### src/rtl/icache.sv
// Direct-mapped, one-word-per-line instruction cache with one outstanding request.
//
// Request side : req_addr_i/req_valid_i/req_ready_o (word address).
// Response side: resp_addr_o/resp_data_o/resp_valid_o/resp_ready_i, held until accepted.
// Memory side  : mem_req_addr_o/mem_req_valid_o/mem_req_ready_i for the fill request,
//                mem_resp_data_i/mem_resp_valid_i/mem_resp_ready_o for the fill data.
// flush_i      : one-cycle pulse from fetch that discards any pending/in-flight response.
// clk_i/rst_i  : single rising-edge clock, synchronous active-high reset.
//
// Build option: define ICACHE_FLUSH_INVALIDATE_EN to make flush_i also clear every valid bit
// and keep a dropped fill from being installed valid. Undefined, flush never touches the array.

package icache_pkg;
  typedef logic [31:0] memaddr_t;
  typedef logic [31:0] word_t;
endpackage

module icache
  import icache_pkg::*;
#(
  parameter int unsigned LINES = 64
) (
  input  logic     clk_i,
  input  logic     rst_i,
  input  logic     flush_i,
  input  memaddr_t req_addr_i,
  input  logic     req_valid_i,
  output logic     req_ready_o,
  output memaddr_t resp_addr_o,
  output word_t    resp_data_o,
  output logic     resp_valid_o,
  input  logic     resp_ready_i,
  output memaddr_t mem_req_addr_o,
  output logic     mem_req_valid_o,
  input  logic     mem_req_ready_i,
  input  word_t    mem_resp_data_i,
  input  logic     mem_resp_valid_i,
  output logic     mem_resp_ready_o
);

  localparam int unsigned AddrW = $bits(memaddr_t);
  localparam int unsigned IdxW  = $clog2(LINES);
  localparam int unsigned TagW  = AddrW - IdxW;

  typedef enum logic [2:0] {
    StIdle,
    StLookup,
    StFillReq,
    StFillWait,
    StResp
  } state_e;

  state_e state_q, state_d;

  memaddr_t addr_q;
  logic     drop_q, drop_d;

  logic [LINES-1:0] valid_q, valid_d;
  logic [TagW-1:0]  tag_mem  [LINES];
  word_t            data_mem [LINES];
  logic [TagW-1:0]  rd_tag_q;
  word_t            rd_data_q;

  logic     resp_valid_q, resp_valid_d;
  memaddr_t resp_addr_q, resp_addr_d;
  word_t    resp_data_q, resp_data_d;
  logic     mem_req_valid_q, mem_req_valid_d;
  memaddr_t mem_req_addr_q, mem_req_addr_d;

  logic [IdxW-1:0] req_idx, addr_idx;
  logic [TagW-1:0] addr_tag;
  logic            accept, hit, dropping, fill_we, fill_set_valid;

  assign req_idx  = req_addr_i[IdxW-1:0];
  assign addr_idx = addr_q[IdxW-1:0];
  assign addr_tag = addr_q[AddrW-1:IdxW];

  assign req_ready_o      = (state_q == StIdle) ||
                            ((state_q == StResp) && (resp_ready_i || flush_i));
  assign accept           = req_valid_i && req_ready_o;
  assign mem_resp_ready_o = (state_q == StFillWait);

  // Tag/data come from the registered array read launched at accept; the valid bit is read
  // live so an invalidating flush on the accept edge is already visible in LOOKUP.
  assign hit      = valid_q[addr_idx] && (rd_tag_q == addr_tag);
  // A flush arriving together with the fill data still discards that response.
  assign dropping = drop_q || flush_i;

  assign resp_valid_o    = resp_valid_q;
  assign resp_addr_o     = resp_addr_q;
  assign resp_data_o     = resp_data_q;
  assign mem_req_valid_o = mem_req_valid_q;
  assign mem_req_addr_o  = mem_req_addr_q;

  always_comb begin
    state_d         = state_q;
    drop_d          = drop_q;
    resp_valid_d    = resp_valid_q;
    resp_addr_d     = resp_addr_q;
    resp_data_d     = resp_data_q;
    mem_req_valid_d = mem_req_valid_q;
    mem_req_addr_d  = mem_req_addr_q;
    fill_we         = 1'b0;
    fill_set_valid  = 1'b0;

    case (state_q)
      StIdle: begin
        if (accept) state_d = StLookup;
      end
      StLookup: begin
        if (flush_i) begin
          state_d = StIdle;
        end else if (hit) begin
          resp_valid_d = 1'b1;
          resp_addr_d  = addr_q;
          resp_data_d  = rd_data_q;
          state_d      = StResp;
        end else begin
          mem_req_valid_d = 1'b1;
          mem_req_addr_d  = addr_q;
          state_d         = StFillReq;
        end
      end
      StFillReq: begin
        if (flush_i) drop_d = 1'b1;
        if (mem_req_ready_i) begin
          mem_req_valid_d = 1'b0;
          state_d         = StFillWait;
        end
      end
      StFillWait: begin
        if (flush_i) drop_d = 1'b1;
        if (mem_resp_valid_i) begin
          fill_we = 1'b1;
          drop_d  = 1'b0;
`ifdef ICACHE_FLUSH_INVALIDATE_EN
          fill_set_valid = !dropping;
`else
          fill_set_valid = 1'b1;
`endif
          if (dropping) begin
            state_d = StIdle;
          end else begin
            resp_valid_d = 1'b1;
            resp_addr_d  = addr_q;
            resp_data_d  = mem_resp_data_i;
            state_d      = StResp;
          end
        end
      end
      StResp: begin
        // A flush here retires the response; a coincident handshake still counts as delivered.
        if (resp_ready_i || flush_i) begin
          resp_valid_d = 1'b0;
          state_d      = accept ? StLookup : StIdle;
        end
      end
      default: state_d = StIdle;
    endcase
  end

  always_comb begin
    valid_d = valid_q;
`ifdef ICACHE_FLUSH_INVALIDATE_EN
    if (flush_i) valid_d = '0;
`endif
    if (fill_we && fill_set_valid) valid_d[addr_idx] = 1'b1;
  end

  always_ff @(posedge clk_i) begin
    if (rst_i) begin
      state_q         <= StIdle;
      addr_q          <= '0;
      drop_q          <= 1'b0;
      valid_q         <= '0;
      resp_valid_q    <= 1'b0;
      resp_addr_q     <= '0;
      resp_data_q     <= '0;
      mem_req_valid_q <= 1'b0;
      mem_req_addr_q  <= '0;
    end else begin
      state_q         <= state_d;
      drop_q          <= drop_d;
      valid_q         <= valid_d;
      resp_valid_q    <= resp_valid_d;
      resp_addr_q     <= resp_addr_d;
      resp_data_q     <= resp_data_d;
      mem_req_valid_q <= mem_req_valid_d;
      mem_req_addr_q  <= mem_req_addr_d;
      if (accept) addr_q <= req_addr_i;
    end
  end

  // Array storage carries no reset; only the valid bits gate its use.
  always_ff @(posedge clk_i) begin
    if (!rst_i) begin
      if (fill_we) begin
        tag_mem[addr_idx]  <= addr_tag;
        data_mem[addr_idx] <= mem_resp_data_i;
      end
      if (accept) begin
        rd_tag_q  <= tag_mem[req_idx];
        rd_data_q <= data_mem[req_idx];
      end
    end
  end

endmodule
### config.mk
export PLATFORM = sky130hd
export DESIGN_NAME = icache
export DESIGN_NICKNAME = d
export VERILOG_FILES = /design/src/rtl/icache.sv
export SDC_FILE = /design/constraint.sdc
export NUM_CORES = 2
export LEC_CHECK = 0
export CORE_MARGIN = 3
export CORE_UTILIZATION = 32
export CTS_CLUSTER_DIAMETER = 150
export DETAILED_ROUTE_END_ITERATION = 8
export GPL_TIMING_DRIVEN = 0
export MAX_ROUTING_LAYER = met4
export PLACE_DENSITY = 0.54
export SETUP_SLACK_MARGIN = 0.02
export SLEW_MARGIN = 20
export SYNTH_ARGS = -nofsm -noshare
export SYNTH_HDL_FRONTEND = slang
export SYNTH_SLANG_ARGS = --single-unit
### constraint.sdc
create_clock -name clk_i -period 13.7 [get_ports clk_i]
set_clock_uncertainty 0.05 [all_clocks]
set_input_delay 1.37 -clock clk_i [delete_from_list [all_inputs] [get_ports clk_i]]
set_output_delay 1.37 -clock clk_i [all_outputs]
set_load 0.1 [all_outputs]
I/O pins on the die edge:
Pins as bars across the die edge, other pins in gray.
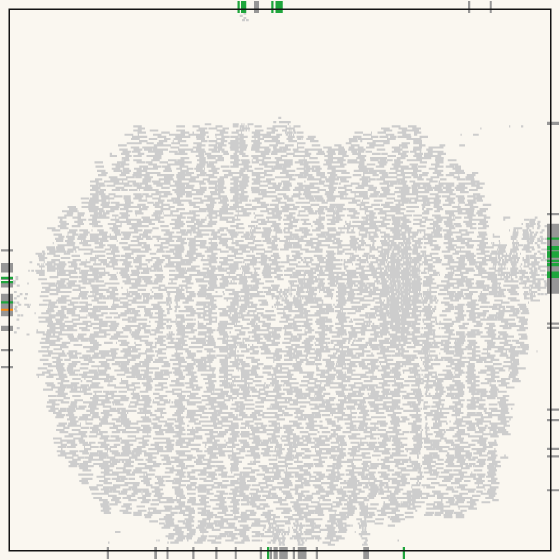
legend:
  green:
    port: req_addr_i
    pins: 32
    direction: input
    edge: 14 right, 13 top, 3 left, 2 bottom
  orange:
    port: flush_i
    pins: 1
    direction: input
    edge: left

==> metrics.yaml <==
switching_fraction: 0.216
post_dr_vias_cell: 5.46
buffers_excl_clock: 901
detail_route.wl_per_cell_um: 34.6
cp-end-kind: "output pin"
mappedNetlistArea_um2: 150000
antenna_cells_inserted: 19
fin_ws_ns: 7.61
post_cts_hold_buffer_count: 0
comb.multi_input.count: 1960
cts_sinks: 3968
dieWidth_um: 692
cap_violations: 0
netlist-cell-type-count: 45
finalSetupViolations: 0
max_freq_mhz: 164
enable_flop_cells: 3770
layout.cells.most_common: "edfxtp_1"
cts_root_buffer: "clkbuf_16"
critical_path_depth: 4
design.portCount: 171
grt_start_max_net_pins: 68
layout.cell_area.non_filler_um2: 181000
ant_nets: 0
tritoncts_clock_tree: "built"
grt_first_pass_wirelength_mm: 644
p_seq_frac: 0.520
run_status: "completed"
timing.critical_path.max_delay_family: "buffers and inverters"
slew_headroom: 0.152
combPwrFrac: 0.050
first_pass_iters: 6
post_synth_inst_count: 6296
area_growth_pct: 20.5
postCtsSetupBuffers: 0
cts_resized: 0
synth_seq_share: 0.779
synth.yosys.chip_area_um2: 150000
comb_area_share: 0.178
weighted_congestion_at_the_end_of_routability_driven_global_placement: 0.851
global_route_congestion_overflow_total: 0
number_of_nets_at_floorplan: 6367
number_of_i_o_port_buffers: 163
cts_made_buffers: 400
seq-cell-share: 0.647
layout_top_cells: "edfxtp_1, mux4_2, clkbuf_16, clkbuf_1, buf_12"
Wires at chosen ports, followed through buffers:
(1 px per um)
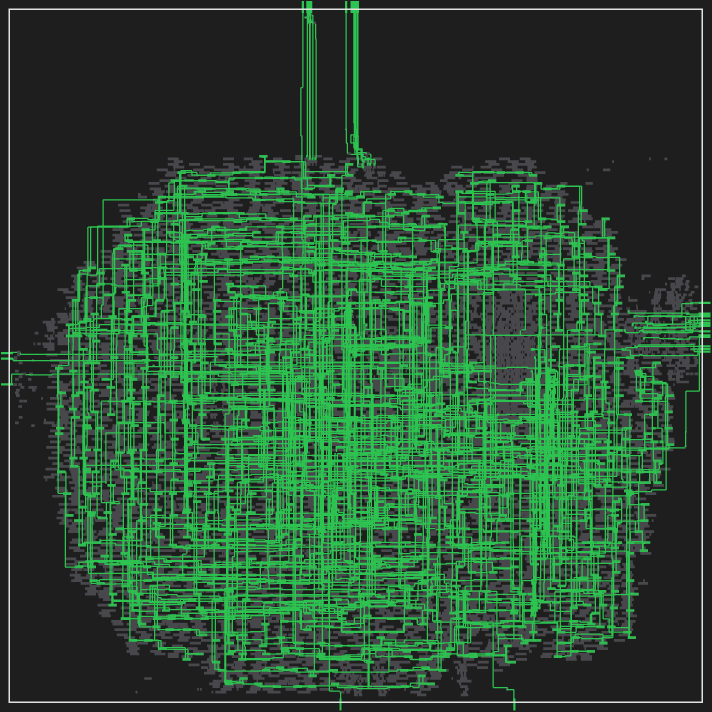
legend:
  green:
    port: req_addr_i
    bits: 32
    direction: input
    edge: 14 right, 13 top, 3 left, 2 bottom
    end_cells: 1372
    buffers: 329
    wire: 112 mm

==> cells by family after synthesis <==
kind of cell | Yosys count | share of synthesized area
flops | 3968 | 0.779
mux | 1328 | 0.187
buf+inv | 368 | 0.0102
simple gates | 365 | 0.0111
compound gates | 241 | 0.0110
xor+xnor | 26 | 0.00151
==> metal layers <==
layer	routed length (um)	vias to the layer above	track usage
met2	221000	4072	0.306
met5	0	-	-
met1	194000	41399	0.273
met4	14300	0	0.0529
met3	48600	730	0.0474
li1	-	29005	-
==> synth_stat cells, types with 7 or more instances <==
cell and count:
mux4_2 1188, a211oi_1 64, a21oi_1 69, clkbuf_1 220, buf_6 9, buf_1 75
nand2_1 180, buf_2 53, edfxtp_1 3770, nor2_1 67, nand3_1 7, nor2b_1 40
o31ai_1 32, a21o_1 65, nand4_1 38, xor2_1 12, dfxtp_1 198, mux2i_1 140
xnor2_1 14
==> sequential cells by signal, summed over array words and instances (netlist names) <==
signal and count:
resp_valid_o 1, mem_req_addr_o 32, rd_data_q 32, tag_mem 1664, data_mem 2048, state_q 3, valid_q 64, addr_q 32
rd_tag_q 26, resp_data_o 32, mem_req_valid_o 1, drop_q 1, resp_addr_o 32
==> per-stage QoR <==
step           setup TNS [ns]  instances  total power [mW]
2_1_floorplan               0       6296              14.3
3_5_place_dp                0      13032              14.9
5_1_grt                     0      13773              26.3
3_3_place_gp          -509.93      12657              14.9
6_report                    0      13782              25.7
4_1_cts                     0      13763              25.8
==> worst paths after layout <==
kind / startpoint / end / slack (ns)
max reg2reg: state_q[1] / data_mem[8][31] / 8.08
min: valid_q[56] / valid_q[56] / 0.40
max: flush_i / req_ready_o / 7.61
min reg2reg: valid_q[56] / valid_q[56] / 0.40
Power figures rest on the tool's default switching activity, not on a simulated workload.
